==> config.mk <==
export PLATFORM = sky130hd
export DESIGN_NAME = seg7_scan_display
export DESIGN_NICKNAME = d
export VERILOG_FILES = /design/src/rtl/seg7_scan_display.sv
export SDC_FILE = /design/constraint.sdc
export NUM_CORES = 1
export LEC_CHECK = 0
export ABC_AREA = 1
export CAP_MARGIN = 20
export CORE_AREA = 2 2 69 137
export DETAILED_ROUTE_END_ITERATION = 12
export DIE_AREA = 0 0 71 139
export PLACE_DENSITY = 0.64
export SYNTH_ARGS = -nofsm -noshare
export SYNTH_HDL_FRONTEND = slang
export SYNTH_SLANG_ARGS = --single-unit
==> constraint.sdc <==
create_clock -name CLK -period 2.1 [get_ports CLK]
set_input_delay 0.21 -clock CLK [delete_from_list [all_inputs] [get_ports CLK]]
set_output_delay 0.21 -clock CLK [all_outputs]
set_load 0.05 [all_outputs]
==> src/rtl/seg7_scan_display.sv <==
// Drives a multiplexed 4-digit 7-segment display, one digit at a time, with a blanking gap on every digit change.
// Latency: pins lag the scan counter by one cycle; an accepted word is shown from the frame after the next frame boundary.
// Backpressure: holds one pending word; value_ready stays low until a frame boundary moves that word to the display.
module seg7_scan_display #(
  parameter int SCAN_DIV  = 4096,
  parameter int BLANK_CYC = 2,
  parameter int BLINK_DIV = 64,
  parameter int LZB       = 1
) (
  input  logic        CLK,
  input  logic        rst,
  input  logic        value_valid,
  input  logic [15:0] value,
  output logic        value_ready,
  input  logic        halt,
  input  logic        blank,
  output logic [7:0]  SEG,
  output logic [3:0]  SEG_SEL,
  output logic        frame_done
);
  localparam int CW = (SCAN_DIV > 1) ? $clog2(SCAN_DIV) : 1;
  localparam int BW = (BLINK_DIV > 1) ? $clog2(BLINK_DIV) : 1;
  localparam logic [CW-1:0] CNT_LAST   = CW'(SCAN_DIV - 1);
  localparam logic [CW-1:0] BLANK_END  = CW'(BLANK_CYC);
  localparam logic [BW-1:0] BLINK_LAST = BW'(BLINK_DIV - 1);

  typedef enum logic {ST_BLANK, ST_DRIVE} state_t;

  state_t        state;
  logic [CW-1:0] cnt;
  logic [CW-1:0] cnt_nxt;
  logic          cnt_wrap;
  logic [1:0]    dig;
  logic [15:0]   disp;
  logic [15:0]   disp_nxt;
  logic [15:0]   pend;
  logic          pend_full;
  logic [BW-1:0] blink_cnt;
  logic          blink_ph;
  logic [3:0]    nib;
  logic          lz_off;
  logic [7:0]    pat;
  logic          drive;
  logic          dp_n;

  assign value_ready = !pend_full;
  assign cnt_wrap    = (cnt == CNT_LAST);
  assign cnt_nxt     = cnt_wrap ? '0 : cnt + CW'(1);

  // Use the post-swap word so the first cycle of a new frame already sees it.
  always_comb begin
    disp_nxt = disp;
    if (frame_done && pend_full)
      disp_nxt = pend;
  end

  always_comb begin
    nib    = disp_nxt[3:0];
    lz_off = 1'b0;
    case (dig)
      2'd0: nib = disp_nxt[3:0];
      2'd1: begin
        nib    = disp_nxt[7:4];
        lz_off = (disp_nxt[15:4] == 12'h000);
      end
      2'd2: begin
        nib    = disp_nxt[11:8];
        lz_off = (disp_nxt[15:8] == 8'h00);
      end
      2'd3: begin
        nib    = disp_nxt[15:12];
        lz_off = (disp_nxt[15:12] == 4'h0);
      end
      default: nib = disp_nxt[3:0];
    endcase
    if (LZB == 0)
      lz_off = 1'b0;
  end

  always_comb begin
    pat = 8'hFF;
    case (nib)
      4'h0: pat = 8'hC0;
      4'h1: pat = 8'hF9;
      4'h2: pat = 8'hA4;
      4'h3: pat = 8'hB0;
      4'h4: pat = 8'h99;
      4'h5: pat = 8'h92;
      4'h6: pat = 8'h82;
      4'h7: pat = 8'hF8;
      4'h8: pat = 8'h80;
      4'h9: pat = 8'h90;
      4'hA: pat = 8'h88;
      4'hB: pat = 8'h83;
      4'hC: pat = 8'hC6;
      4'hD: pat = 8'hA1;
      4'hE: pat = 8'h86;
      4'hF: pat = 8'h8E;
      default: pat = 8'hFF;
    endcase
  end

  assign drive = (state == ST_DRIVE) && !blank && !lz_off;
  assign dp_n  = !((dig == 2'd0) && halt && !blink_ph);

  always_ff @(posedge CLK or negedge rst) begin
    if (!rst) begin
      SEG        <= 8'hFF;
      SEG_SEL    <= 4'hF;
      frame_done <= 1'b0;
      state      <= ST_BLANK;
      cnt        <= '0;
      dig        <= 2'd0;
      disp       <= '0;
      pend       <= '0;
      pend_full  <= 1'b0;
      blink_cnt  <= '0;
      blink_ph   <= 1'b0;
    end else begin
      frame_done <= cnt_wrap && (dig == 2'd3);
      SEG_SEL    <= drive ? ~(4'b0001 << dig) : 4'hF;
      SEG        <= drive ? {dp_n, pat[6:0]} : 8'hFF;

      cnt   <= cnt_nxt;
      state <= (cnt_nxt < BLANK_END) ? ST_BLANK : ST_DRIVE;
      if (cnt_wrap)
        dig <= dig + 2'd1;

      disp <= disp_nxt;
      // Accept and swap are exclusive: a full pending slot blocks acceptance.
      if (value_valid && !pend_full) begin
        pend      <= value;
        pend_full <= 1'b1;
      end else if (frame_done) begin
        pend_full <= 1'b0;
      end

      if (!halt) begin
        blink_cnt <= '0;
        blink_ph  <= 1'b0;
      end else if (frame_done) begin
        if (blink_cnt == BLINK_LAST) begin
          blink_cnt <= '0;
          blink_ph  <= !blink_ph;
        end else begin
          blink_cnt <= blink_cnt + BW'(1);
        end
      end
    end
  end
endmodule
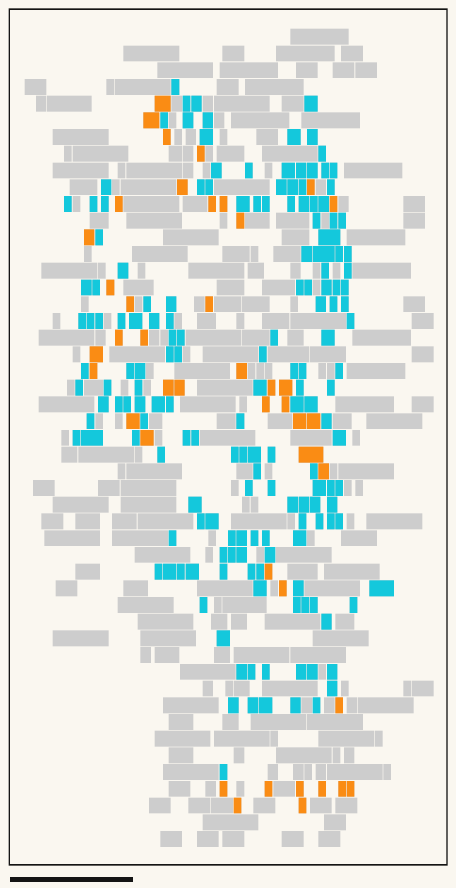
**Above:** gate families picked out.
The bar under the picture is 20 microns long.
[cyan] NAND gates | cells: 167 | most used: nand2_1
[orange] NOR gates | cells: 43 | most used: nor2_1

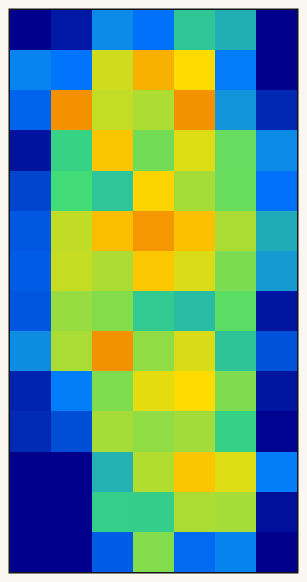
**Above:** placement density heat map.
7 x 14 tiles, from dark blue (low) to red (high), 0 to 100% covered.
nearly empty tiles: 11%
fullest tile: 84%
densest ninth of the die: middle
tiles over 75% full: 12%
emptiest ninth of the die: bottom left
Init Core Util: 39.2%
core area: 8890 sq um
Util after Layout: 48.3%

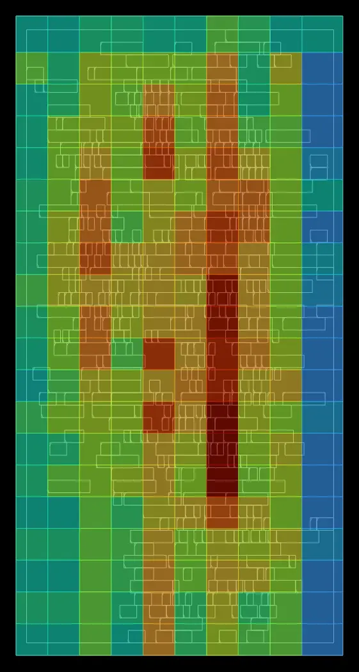
**Above:** routing congestion.
met2 Usage GRT: 32.1%
Tot GR Track Use: 16.5%
busiest grt layer: met2

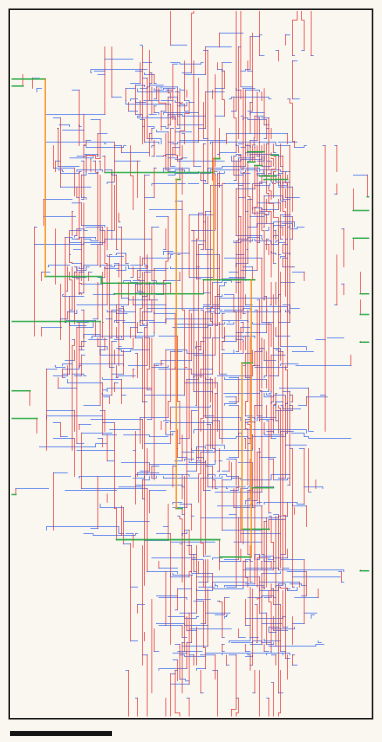
**Above:** metal layers overlaid.
The bar under the picture is 20 microns long.
[orange] met4 | wire length: 214 microns
[blue] met1 | wire length: 2560 microns
[green] met3 | wire length: 178 microns
[red] met2 | wire length: 4520 microns

==> flow_summary.json <==
{
  "top_layer_used": "met4",
  "ys_sh_adder_pct": 4.31,
  "critPathSlowestCell": "clkdlybuf4s50_1",
  "r2r_start": "dig[0]",
  "worst_slack_ns": 0.0878,
  "final_area_sq_um": 4300,
  "peakVddDrop_uv": 446,
  "regArea_sq_um": 1720,
  "status": "finished, final reports clean",
  "htree_levels": 3,
  "cp_top_family": "buffers and inverters",
  "clockBufferDepth": 2,
  "rows": 49,
  "hold_path_class": "in2async",
  "met3_wirelength_microns": 178,
  "slew_headroom_pct": 65.9,
  "logic_area_sq_um": 1470,
  "critPathMaxFanout": 10,
  "clockNetworkAreaShare_pct": 6.29,
  "cts_setup_buffers": 0,
  "crit_cells": 3,
  "synthCells": 410,
  "tapCellCount": 102,
  "postCtsHoldBufs": 1,
  "synth.avg_cell_area_sq_um": 8.49,
  "cp_cell_sequence": "buf_4 > inv_1 > clkdlybuf4s50_1",
  "antenna_found_initial": 0,
  "critPathCapture": "value_ready",
  "logic_gate_count": 266,
  "enable_flop_cells": 0,
  "synthAoiAreaFrac_pct": 6.07,
  "synthMostInstantiatedCell": "nand2_1",
  "path_clk_slew_ns": 0.05,
  "synthTopCellsByCount": "nand2_1 (102), inv_1 (68), dfrtp_1 (56)",
  "grt_use_met3_pct": 4.58,
  "timing.final.crit_share_pct": 95.8,
  "clk-insertion-delay-late_ns": 0.33,
  "dp.cells": 549,
  "n_sequential_cell": 68,
  "grt_overflow": 0,
  "post-route-drc-count": 0,
  "synth.top_cell.area_share_pct": 40.3,
  "cts_tree": "built",
  "yosys_area_sq_um": 3480,
  "finalSetupViolations": 0,
  "logic_family": "simple AND/OR/NAND/NOR gates",
  "buffer_area_share_pct": 10.4,
  "synth-async-reset-ratio_pct": 100,
  "rr_endpoint": "SEG[3]",
  "synth_warnings": 0
}
==> sequential cells by signal, summed over array words and instances, names as in the netlist <==
name / cells
pend_full: 1
frame_done: 1
SEG_SEL: 4
disp: 16
state: 1
cnt: 12
blink_cnt: 6
dig: 2
pend: 16
SEG: 8
blink_ph: 1
==> layout by cell type, fill, tap and decap left out, drive strengths merged, types with 11 or more instances in the layout <==
cell	netlist	layout
o21ai	12	12
nand2	117	117
ha	12	12
dfrtp	56	56
dfstp	12	12
clkbuf	0	13
a21oi	13	13
inv	69	69
nand3	43	43
nor2	35	35
buf	6	11
clkdlybuf4s50	0	33
==> power by group <==
part	leakage [nW]	internal [mW]	switching, mW
logic	1.30	0.0636	0.0830
clock network	0.135	0.853	0.530
registers	0.834	1.34	0.00743
total	2.27	2.25	0.620
Power and IR drop assume default switching activity.
